**config.mk**
```make
export PLATFORM = sky130hd
export DESIGN_NAME = counter_seq_ctrl
export DESIGN_NICKNAME = d
export VERILOG_FILES = /design/src/rtl/counter_seq_ctrl.sv
export SDC_FILE = /design/constraint.sdc
export NUM_CORES = 1
export LEC_CHECK = 0
export CAP_MARGIN = 20
export CORE_ASPECT_RATIO = 1.2
export CORE_MARGIN = 2
export CORE_UTILIZATION = 34
export DETAILED_ROUTE_END_ITERATION = 12
export PLACE_DENSITY = 0.7
export SYNTH_ARGS = -nofsm -noshare
export SYNTH_HDL_FRONTEND = slang
export SYNTH_SLANG_ARGS = --single-unit
```
**constraint.sdc**
```tcl
create_clock -name clk -period 2.95 [get_ports clk]
set_clock_uncertainty 0.2 [all_clocks]
set_input_delay 0.59 -clock clk [delete_from_list [all_inputs] [get_ports clk]]
set_output_delay 0.59 -clock clk [all_outputs]
set_load 0.01 [all_outputs]
```
**src/rtl/counter_seq_ctrl.sv**
```systemverilog
// counter_seq_ctrl: wrap counter with IDLE/RUN/PAUSE/DONE sequencing and round tracking.
// Define ROUND_LIMIT_EN to end a run after cfg_rounds wraps; otherwise a run only ends on stop.
module counter_seq_ctrl #(
    parameter int WIDTH  = 4,
    parameter int RWIDTH = 8
) (
    input  logic              clk,
    input  logic              reset,
    input  logic              cfg_valid,
    output logic              cfg_ready,
    input  logic [WIDTH-1:0]  cfg_limit,
    input  logic [RWIDTH-1:0] cfg_rounds,
    input  logic              start,
    input  logic              pause,
    input  logic              stop,
    output logic [WIDTH-1:0]  count,
    output logic              tc,
    output logic [RWIDTH-1:0] round_cnt,
    output logic              busy,
    output logic              done,
    output logic [1:0]        state
);
    typedef enum logic [1:0] {IDLE = 2'd0, RUN = 2'd1, PAUSE = 2'd2, DONE = 2'd3} state_t;
    state_t r_state;
    logic [WIDTH-1:0] r_count, r_limit;
    logic [RWIDTH-1:0] r_round;
    logic w_advance, w_wrap, w_last;
    assign w_advance = r_state == RUN && !stop && !pause;
    assign w_wrap    = r_count == r_limit;
`ifdef ROUND_LIMIT_EN
    logic [RWIDTH-1:0] r_rounds;
    // zero rounds means run forever
    assign w_last = r_rounds != '0 && r_round + 1'b1 == r_rounds;
    assign done   = r_state == DONE;
`else
    logic w_unused_rounds;
    assign w_unused_rounds = ^cfg_rounds;
    assign w_last = 1'b0;
    assign done   = 1'b0;
`endif
    assign cfg_ready = r_state == IDLE;
    assign tc        = w_advance && w_wrap;
    assign busy      = r_state == RUN || r_state == PAUSE;
    assign count     = r_count;
    assign round_cnt = r_round;
    assign state     = r_state;
    always_ff @(posedge clk) begin
        if (reset) begin
            r_state <= IDLE;
            r_count <= '0;
            r_round <= '0;
            r_limit <= WIDTH'(13);
`ifdef ROUND_LIMIT_EN
            r_rounds <= RWIDTH'(1);
`endif
        end else begin
            case (r_state)
                IDLE: begin
                    if (cfg_valid) begin
                        r_limit <= cfg_limit;
`ifdef ROUND_LIMIT_EN
                        r_rounds <= cfg_rounds;
`endif
                    end
                    if (start) begin
                        r_state <= RUN;
                        r_count <= '0;
                        r_round <= '0;
                    end
                end
                RUN: begin
                    if (stop) begin
                        r_state <= IDLE;
                        r_count <= '0;
                    end else if (pause) begin
                        r_state <= PAUSE;
                    end else if (w_wrap) begin
                        r_count <= '0;
                        r_round <= r_round + 1'b1;
                        if (w_last) r_state <= DONE;
                    end else begin
                        r_count <= r_count + 1'b1;
                    end
                end
                PAUSE: begin
                    if (stop) begin
                        r_state <= IDLE;
                        r_count <= '0;
                    end else if (!pause) begin
                        r_state <= RUN;
                    end
                end
                default: r_state <= IDLE;
            endcase
        end
    end
endmodule

```
==> impl_metrics.py <==
# Auto-generated metrics
metrics = {
    "global_routing": {
        "use_met1_pct": 17.4,
        "top_usage_layer": "met2",
    },
    "clock_tree": {
        "htree_levels": 1,
        "cts_resized": 1,
        "cts_tree": "done",
        "cts_made_buffers": 3,
    },
    "cells_and_area": {
        "largest_class": "multi-input combinational cells",
        "flop_area_um2": 360,
        "seq_cells": 18,
    },
    "sta": {
        "tightestPinTransition_ps": 840,
        "period_needed_ps": 2740,
    },
    "synth": {
        "area_leaders": "dfxtp_1, ha_1, a21oi_1",
        "yosysMostFrequentCell": "dfxtp_1",
        "numSynthFlops": 18,
    },
    "power": {
        "cellLeakagePower_nw": 0.543,
        "switching_share_pct": 28.7,
    },
    "setup_path": {
        "cp-end-kind": "output pin",
        "crit-reg2reg-launch": "state[0]",
        "arrival_ps": 1950,
    },
    "status": {
        "status": "finished clean",
    },
}
==> per-stage QoR <==
| stage | cell area [µm²] | instances |
|---|---|---|
| finish | 1370 | 190 |
| global route | 1370 | 190 |
| CTS | 1370 | 190 |
| detailed placement | 1340 | 186 |
| global placement | 1340 | 186 |
| floorplan | 1020 | 125 |
==> metal layers <==
layer | vias up | routed length (µm)
li1 | 507 | -
met1 | 440 | 1020
met2 | 18 | 1160
met3 | 0 | 87
met4 | 0 | 0
met5 | - | 0
==> sequential cells by signal (all words and copies together), names as in the netlist <==
register and cells:
count 4, r_limit 4, round_cnt 8, state 2
==> worst max-delay path, stage by stage <==
cell and delay [ps]:
clkdlybuf4s50_1 430, or3b_2 530, nor2_1 130, dlygate4sd2_1 280
### Clock network drawn from the DEF

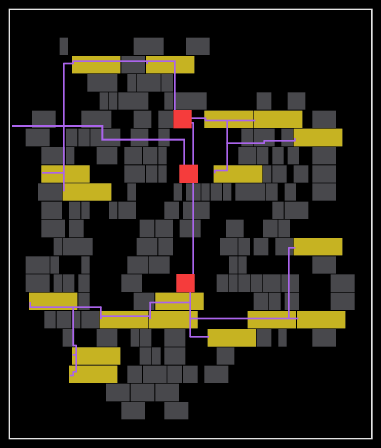
[yellow] flip-flops | count: 18
[purple] clock wires | length: 218 µm
[red] cells driving clock nets | count: 3
routed clock nets: 4

### Signal wires by layer

The bar under the picture is 20 µm long.
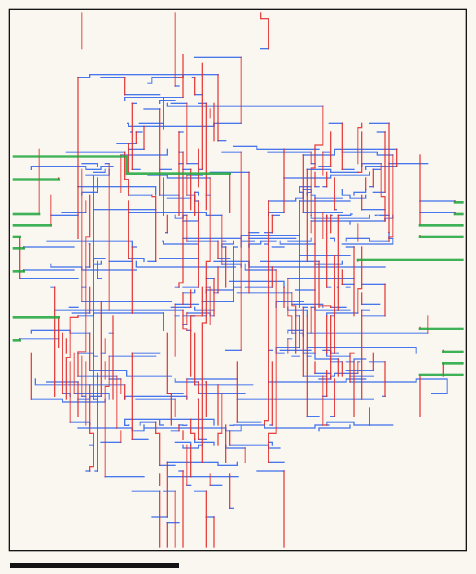
[blue] met1 | wire length: 1020 µm
[red] met2 | wire length: 1160 µm
[green] met3 | wire length: 87.8 µm
DRT Wirelength: 2.27 mm
WL/cell: 11.9 µm

### Track usage over the die

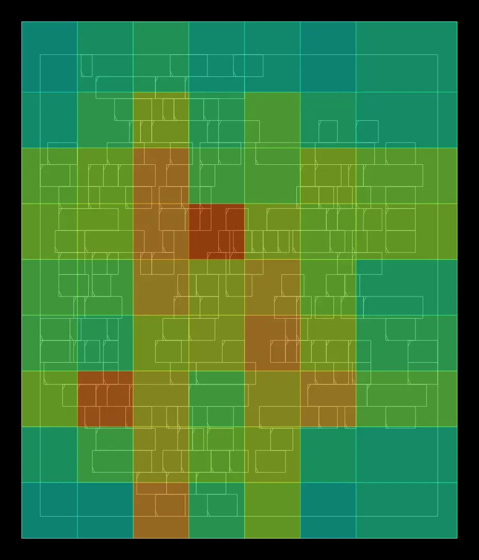
gr usage total: 14.5%
met3 Use GR: 2.34%

### Cell area per tile

The die is cut into 5 by 6 equal tiles; dark blue is low, red is high, 0 to 100% covered.
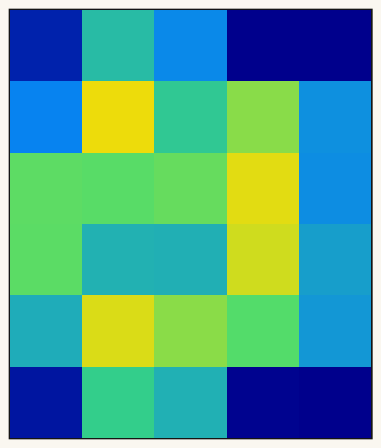
nearly empty tiles: 13%
mean over tiles: 39%
fullest tile: 73%

Power figures rest on the tool's default switching activity, not on a simulated workload.
